$ cat config.mk
export PLATFORM = sky130hd
export DESIGN_NAME = clk_gate_ctrl
export DESIGN_NICKNAME = d
export VERILOG_FILES = /design/src/rtl/clk_gate_pkg.sv /design/src/rtl/clk_gate_ctrl_cnt.sv /design/src/rtl/clk_gate_ctrl.sv
export SDC_FILE = /design/constraint.sdc
export NUM_CORES = 1
export LEC_CHECK = 0
export CAP_MARGIN = 20
export CORE_AREA = 2 2 39 41
export CTS_BUF_LIST = sky130_fd_sc_hd__clkbuf_4 sky130_fd_sc_hd__clkbuf_8
export CTS_CLUSTER_SIZE = 8
export DETAILED_ROUTE_END_ITERATION = 10
export DIE_AREA = 0 0 41 43
export GPL_TIMING_DRIVEN = 0
export PLACE_DENSITY = 0.61
export SYNTH_ARGS = -nofsm -noshare
export SYNTH_HDL_FRONTEND = slang
export SYNTH_HIERARCHICAL = 1
export SYNTH_SLANG_ARGS = --single-unit
$ cat constraint.sdc
create_clock -name clk_i -period 4.5 [get_ports clk_i]
set_clock_uncertainty 0.1 [all_clocks]
set_input_delay 0.9 -clock clk_i [delete_from_list [all_inputs] [get_ports clk_i]]
set_output_delay 0.9 -clock clk_i [all_outputs]
set_load 0.005 [all_outputs]
$ cat src/rtl/clk_gate_pkg.sv
// Shared types and default timing constants for the idle-timeout clock-gate controller.
package clk_gate_pkg;

    typedef enum logic [1:0] {
        CG_ACTIVE = 2'd0,
        CG_COUNT  = 2'd1,
        CG_GATED  = 2'd2,
        CG_WAKE   = 2'd3
    } cg_state_e;

    localparam int CgIdleCyclesDefault = 16;
    localparam int CgWakeCyclesDefault = 2;

endpackage

$ cat src/rtl/clk_gate_ctrl_cnt.sv
// Load-zero / increment counter shared by the idle timeout and the wake hold-off.
// Latency: 1 cycle from control to count; no backpressure (clear has priority over increment).
module clk_gate_ctrl_cnt #(
    parameter int CntWidth = 4
) (
    input  logic                i_clk,
    input  logic                i_rst_n,
    input  logic                i_clr,
    input  logic                i_inc,
    output logic [CntWidth-1:0] o_cnt
);

    logic [CntWidth-1:0] r_cnt;

    always_ff @(posedge i_clk) begin
        if (!i_rst_n) begin
            r_cnt <= '0;
        end else if (i_clr) begin
            r_cnt <= '0;
        end else if (i_inc) begin
            r_cnt <= r_cnt + 1'b1;
        end
    end

    assign o_cnt = r_cnt;

endmodule

$ cat src/rtl/clk_gate_ctrl.sv
// Idle-timeout controller driving the clock-gate enable; runs on the free-running clock.
// Latency: all outputs registered, 1 cycle from input sample; four-phase wake handshake, no other flow control.
module clk_gate_ctrl
    import clk_gate_pkg::*;
#(
    parameter int IdleCycles = CgIdleCyclesDefault,
    parameter int WakeCycles = CgWakeCyclesDefault,
    parameter int CntWidth   = $clog2(IdleCycles + WakeCycles + 1)
) (
    input  logic                clk_i,
    input  logic                rst_ni,
    input  logic                busy_i,
    input  logic                force_en_i,
    input  logic                wake_req_i,
    output logic                wake_ack_o,
    output logic                en_o,
    output logic                gated_o,
    output logic [CntWidth-1:0] idle_cnt_o
);

    localparam logic [CntWidth-1:0] IdleLast = CntWidth'(IdleCycles - 1);
    localparam logic [CntWidth-1:0] WakeLast = CntWidth'(WakeCycles - 1);

    cg_state_e           r_state;
    cg_state_e           w_state_nxt;
    logic                r_en;
    logic                r_gated;
    logic                r_ack;
    logic                w_act;
    logic                w_idle;
    logic                w_cnt_clr;
    logic                w_cnt_inc;
    logic [CntWidth-1:0] w_cnt;

    assign w_act  = busy_i | force_en_i;
    assign w_idle = !w_act && !wake_req_i;

    clk_gate_ctrl_cnt #(
        .CntWidth (CntWidth)
    ) u_cnt (
        .i_clk   (clk_i),
        .i_rst_n (rst_ni),
        .i_clr   (w_cnt_clr),
        .i_inc   (w_cnt_inc),
        .o_cnt   (w_cnt)
    );

    always_comb begin
        w_state_nxt = r_state;
        w_cnt_clr   = 1'b1;
        w_cnt_inc   = 1'b0;
        case (r_state)
            CG_ACTIVE: begin
                if (w_idle) begin
                    if (IdleCycles == 1) begin
                        w_state_nxt = CG_GATED;
                    end else begin
                        w_state_nxt = CG_COUNT;
                        w_cnt_clr   = 1'b0;
                        w_cnt_inc   = 1'b1;
                    end
                end
            end
            CG_COUNT: begin
                // Any non-idle sample, including one on the terminal count, cancels gating.
                if (!w_idle) begin
                    w_state_nxt = CG_ACTIVE;
                end else if (w_cnt == IdleLast) begin
                    w_state_nxt = CG_GATED;
                end else begin
                    w_cnt_clr = 1'b0;
                    w_cnt_inc = 1'b1;
                end
            end
            CG_GATED: begin
                if (w_act || wake_req_i) begin
                    w_state_nxt = CG_WAKE;
                end
            end
            CG_WAKE: begin
                if (w_cnt == WakeLast) begin
                    w_state_nxt = CG_ACTIVE;
                end else begin
                    w_cnt_clr = 1'b0;
                    w_cnt_inc = 1'b1;
                end
            end
            default: begin
                w_state_nxt = CG_ACTIVE;
            end
        endcase
    end

    // Outputs are registered from the next state so en_o only moves just after the rising edge.
    always_ff @(posedge clk_i) begin
        if (!rst_ni) begin
            r_state <= CG_ACTIVE;
            r_en    <= 1'b1;
            r_gated <= 1'b0;
            r_ack   <= 1'b0;
        end else begin
            r_state <= w_state_nxt;
            r_en    <= (w_state_nxt != CG_GATED);
            r_gated <= (w_state_nxt == CG_GATED);
            r_ack   <= wake_req_i && (r_ack || (r_state == CG_ACTIVE));
        end
    end

    assign en_o       = r_en;
    assign gated_o    = r_gated;
    assign wake_ack_o = r_ack;
    assign idle_cnt_o = w_cnt;

endmodule

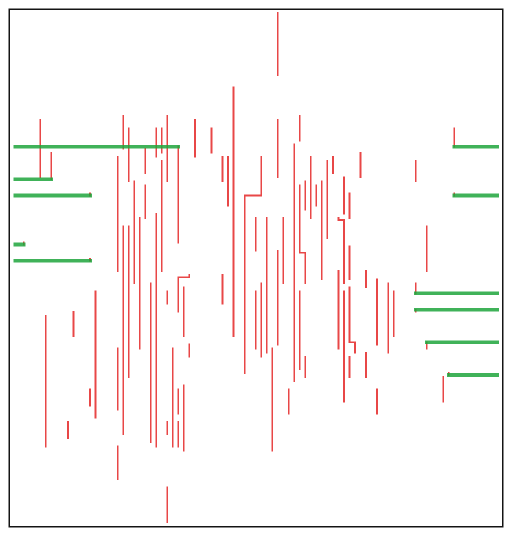
(run_1/wires.png)
Scale: 12 px per µm. Two of the layers only.
Green shows metal 3, wire length 60.3 µm. Red shows metal 2, wire length 450 µm.
vias: 441
final wirelength: 984 µm

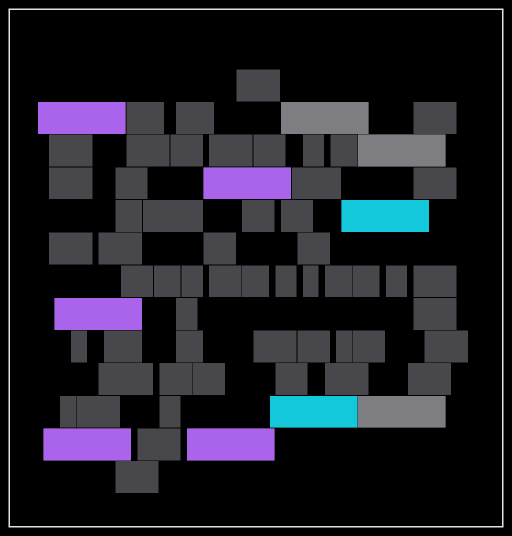
(run_1/flops_by_reg.png)
Scale: 12 px per µm. Other sequential cells in the stronger gray, the rest of the logic in the fainter gray.
Cyan shows `r_state`, sequential cells 2. Purple shows `u_cnt/o_cnt`, sequential cells 5.
P_seq: 0.0899 mW
sequential fraction of total cell area: 30.4%
post-layout util: 47.6%

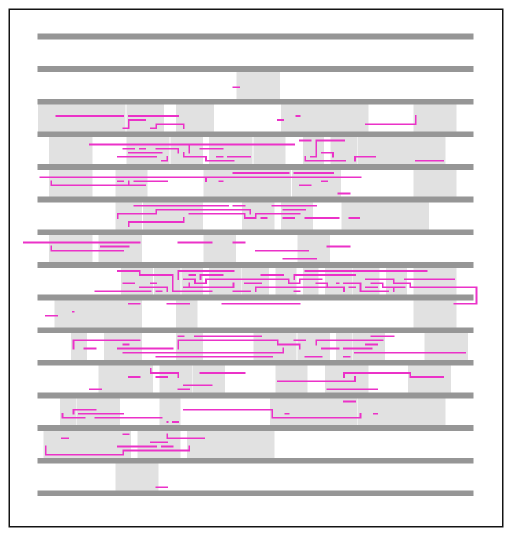
(run_1/layer_met1.png)
Scale: 12 px per µm. Supply wires on this layer in gray. Cells faint in the background.
The layer holds 48% of the routed length. The layer carries 475 µm of wire. The wires run mostly horizontal.
GRT met1 Usage: 18.2%

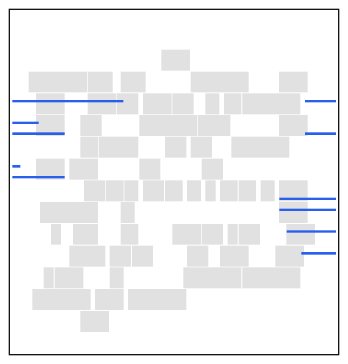
(run_1/layer_met3.png)
Scale: 8 px per µm. Cells faint in the background.
The wires run mostly horizontal. The longest straight run is 13.6 µm. The layer carries 60.3 µm of wire.
M3 GR Usage: 4.71%

==> impl_metrics.env, run 1 <==
# physical design summary
export IMPL_clockBufferDepth=2
export IMPL_dr_first_iter_drc_count=1
export IMPL_synthTopCellsByCount="10 x dfxtp_1, 3 x mux2i_1, 3 x nand3b_1, 3 x nand4_1, 3 x nor2_1"
export IMPL_boundaryPins=13
export IMPL_yosys_warnings=6
export IMPL_use_met2_pct=17.2
export IMPL_h_tree_depth=1
export IMPL_p_per_area_nw_per_um2=244
export IMPL_fillers=156
export IMPL_grt_pass1_wl_um=1550
export IMPL_slew_violations=0
export IMPL_met1Wirelength_um=474
export IMPL_top_usage_layer="met1"
export IMPL_cap_violations=0
export IMPL_finalCritPeriodShare_pct=53.0
export IMPL_rrSetupSlack_ns=2.72
export IMPL_pg_clk_mw=0.0585
export IMPL_p_seq_share_pct=56.0
export IMPL_fp_util_pct=35.8
export IMPL_finalSetupViolCount=0
export IMPL_fin_area_um2=658
export IMPL_crit_arrival_ns=2.47
export IMPL_synthArstFlopShare_pct=0
export IMPL_die_area_um2=1760
export IMPL_ys_ff=10
export IMPL_rows=14
export IMPL_synth_edff_count=0
export IMPL_postCtsHoldBufs=0
export IMPL_synthCells=50
export IMPL_relSlewSlack_pct=78.1
export IMPL_clk_pin_slew_ns=0.06
export IMPL_fin_ws_ns=2.12
export IMPL_layout_top_cell="clkdlybuf4s50_1"
export IMPL_wl_per_cell_um=12.1
export IMPL_area_combinational_um2=290
export IMPL_yosys_area_top_type="dfxtp_1"
export IMPL_startpoint_type="input port"
export IMPL_whs_endpoint="wake_ack_o"
export IMPL_startpoint="force_en_i"
export IMPL_yosys_area_top_type_share_pct=40.4
export IMPL_synth_stat_cells=50
export IMPL_drc=0
export IMPL_ff_type="dfxtp_1"
export IMPL_final_hold_violation_count=0
export IMPL_r2r_start="u_cnt/o_cnt[2]"
export IMPL_worst_slew_pin_slew_ns=0.325
export IMPL_max_clock_freq_mhz=420
export IMPL_cts_resized=0
export IMPL_regArea_um2=200
export IMPL_combPwrFrac_pct=7.6
export IMPL_criticalPathCategory="input port to flop"
export IMPL_viasPerCell=5.44
export IMPL_cts_setup_buffers=0
export IMPL_finalNonFillerCells=81
export IMPL_wl_met2_um=449
export IMPL_yosys_area_um2=495
export IMPL_dp_cells=78
export IMPL_rsz0062_at_grt="no"
export IMPL_final_cell_mix="12 x clkdlybuf4s50_1, 10 x dfxtp_1"
export IMPL_cts_buffers=3
export IMPL_antenna_found_initial=0
export IMPL_power_frac_clock_pct=36.4
export IMPL_nNetsFinal=73
export IMPL_rr_endpoint="u_cnt/o_cnt[4]"
export IMPL_dp_hpwl_um=704
export IMPL_status="finished clean"
export IMPL_crit_fanout=5
export IMPL_synth_avg_cell_area_um2=9.91
export IMPL_gp_congestion=0.667
export IMPL_synth_nets=56
export IMPL_drtAntennaViolNets=0
export IMPL_min_period_ns=2.38
export IMPL_clk_insertion_delay_late_ns=0.25
export IMPL_top_layer_used="met3"
export IMPL_whs_ns=0.406
export IMPL_ir_drop_uv=119
export IMPL_ys_types=29
export IMPL_worst_setup_path_end_kind="flop"
export IMPL_coreArea_um2=1380
export IMPL_cts_tree="done"
export IMPL_p_comb_mw=0.0121
export IMPL_drtPass1Iterations=2
export IMPL_die_width_um=41
export IMPL_netSwitchingPower_mw=0.0334
export IMPL_fp_dieH_um=43
export IMPL_p_int_mw=0.127
export IMPL_warning_count=26
export IMPL_worstHoldStart="wake_ack_o"
export IMPL_endpoint="u_cnt/o_cnt[4]"
export IMPL_yosysMostFrequentCell="dfxtp_1"
## run 1: state kept, by name, summed over array words and instances, names as in the netlist
name         count
gated_o          1
wake_ack_o       1
en_o             1
u_cnt/o_cnt      5
r_state          2
## run 1: cell families after synthesis
logic type	synth area share, %
AND/OR/NAND/NOR	32.8
AND-OR/OR-AND	15.4
flip-flops	40.4
multiplexers	6.06
XOR/XNOR	1.77
buffers and inverters	1.01
adder cells (fa/ha/maj)	2.52
## run 1: critical path: stages
cell and delay (ns):
clkdlybuf4s50_1 0.44, nor4_1 0.26, o21ai_0 0.19, o21a_1 0.19, or3b_1 0.36, mux2i_1 0.13
## run 1: final cells by class
cell class	instances	share of cell area, %
buffer	1	0.760
clock buffer	3	3.42
multi-input combinational	39	44.1
sequential	10	30.4
tap	16	3.04
timing repair buffer	12	18.3
==> inputs of run 2 (changes only) <==
==> constraint.sdc (replaced) <==
create_clock -name clk_i -period 2.4 [get_ports clk_i]
set_clock_uncertainty 0.1 [all_clocks]
set_input_delay 0.48 -clock clk_i [delete_from_list [all_inputs] [get_ports clk_i]]
set_output_delay 0.48 -clock clk_i [all_outputs]
set_load 0.005 [all_outputs]
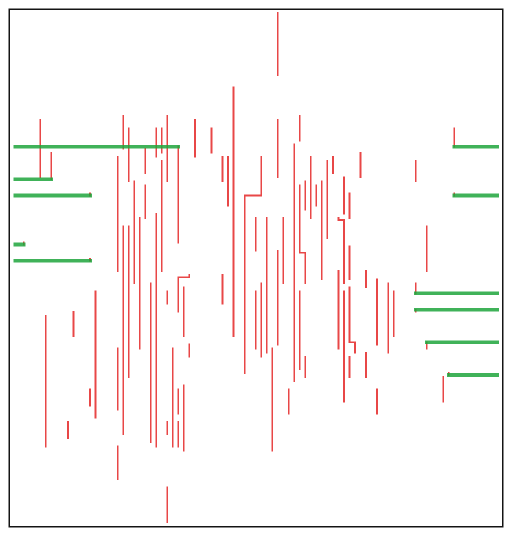
(run_2/wires.png)
Scale: 12 px per µm. Two of the layers only.
Green shows metal 3, wire length 60.3 µm. Red shows metal 2, wire length 450 µm.
GR Util All Layers: 13.3%
routed length per instance: 12.1 µm

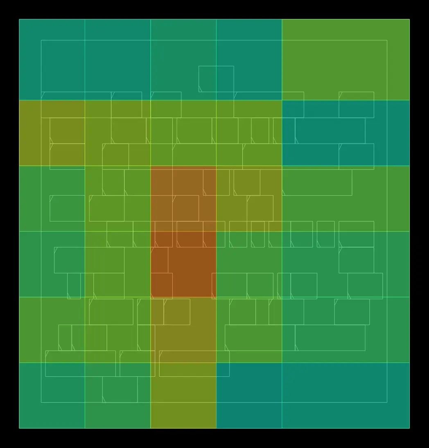
(run_2/congestion.png)
GRT busiest layer: met1
GRT met2 Usage: 17.2%

==> run 2 against run 1 <==
Effect of this change:
- largest cell class unchanged
- sequential share of layout area did not move
- power rose by 88%
- via count did not move
- die size did not move
==> impl_metrics.env, run 2 <==
# physical design summary
export IMPL_fp_dieH_um=43
export IMPL_yosysMostFrequentCell="dfxtp_1"
export IMPL_worst_slew_pin_slew_ns=0.325
export IMPL_cap_violations=0
export IMPL_grt_pass1_wl_um=1550
export IMPL_worstHoldStart="wake_ack_o"
export IMPL_fin_area_um2=658
export IMPL_viasPerCell=5.44
export IMPL_use_met3_pct=4.71
export IMPL_finalCritPeriodShare_pct=81.8
export IMPL_antenna_found_initial=0
export IMPL_dr_first_iter_drc_count=1
export IMPL_crit_chain="clkdlybuf4s50_1 -> nor4_1 -> o21ai_0 -> o21a_1 -> or3b_1 -> mux2i_1"
export IMPL_critPathSlowestCell="clkdlybuf4s50_1"
export IMPL_whs_endpoint="wake_ack_o"
export IMPL_crit_fanout=5
export IMPL_ir_drop_uv=223
export IMPL_vias=441
export IMPL_totalWireLength_um=984
export IMPL_final_hold_violation_count=0
export IMPL_p_int_mw=0.238
export IMPL_cts_tree="done"
export IMPL_h_tree_depth=1
export IMPL_ys_types=29
export IMPL_p_seq_mw=0.169
export IMPL_gp_congestion=0.667
export IMPL_rows=14
export IMPL_warning_count=26
export IMPL_synthArstFlopShare_pct=0
export IMPL_fillers=156
export IMPL_cts_resized=0
export IMPL_met1Wirelength_um=474
export IMPL_whs_ns=0.406
export IMPL_coreArea_um2=1380
export IMPL_status="finished clean"
export IMPL_dp_hpwl_um=704
export IMPL_startpoint_type="input port"
export IMPL_die_area_um2=1760
export IMPL_ys_ff=10
-- run 2: cell counts in the layout (fill, tap and decap cells not counted) --
No cell type changed its count.
-- run 2: final cells by class --
cell class	instances	area, µm²	area share [%]
clock buffer	3	22.5	3.42
timing repair buffer	12	120	18.3
multi-input combinational	39	290	44.1
tap	16	20.0	3.04
sequential	10	200	30.4
buffer	1	5.00	0.760
-- run 2: logic make-up (layout without fill, tap and decap cells) --
logic type / count (synthesis) / after routing / share of synthesized area (%)
buffers and inverters: 1 / 16 / 1.01
AND-OR/OR-AND: 10 / 10 / 15.4
flip-flops: 10 / 10 / 40.4
adder cells (fa/ha/maj): 1 / 1 / 2.52
multiplexers: 3 / 3 / 6.06
AND/OR/NAND/NOR: 24 / 24 / 32.8
XOR/XNOR: 1 / 1 / 1.77
Power figures rest on the tool's default switching activity, not on a simulated workload.
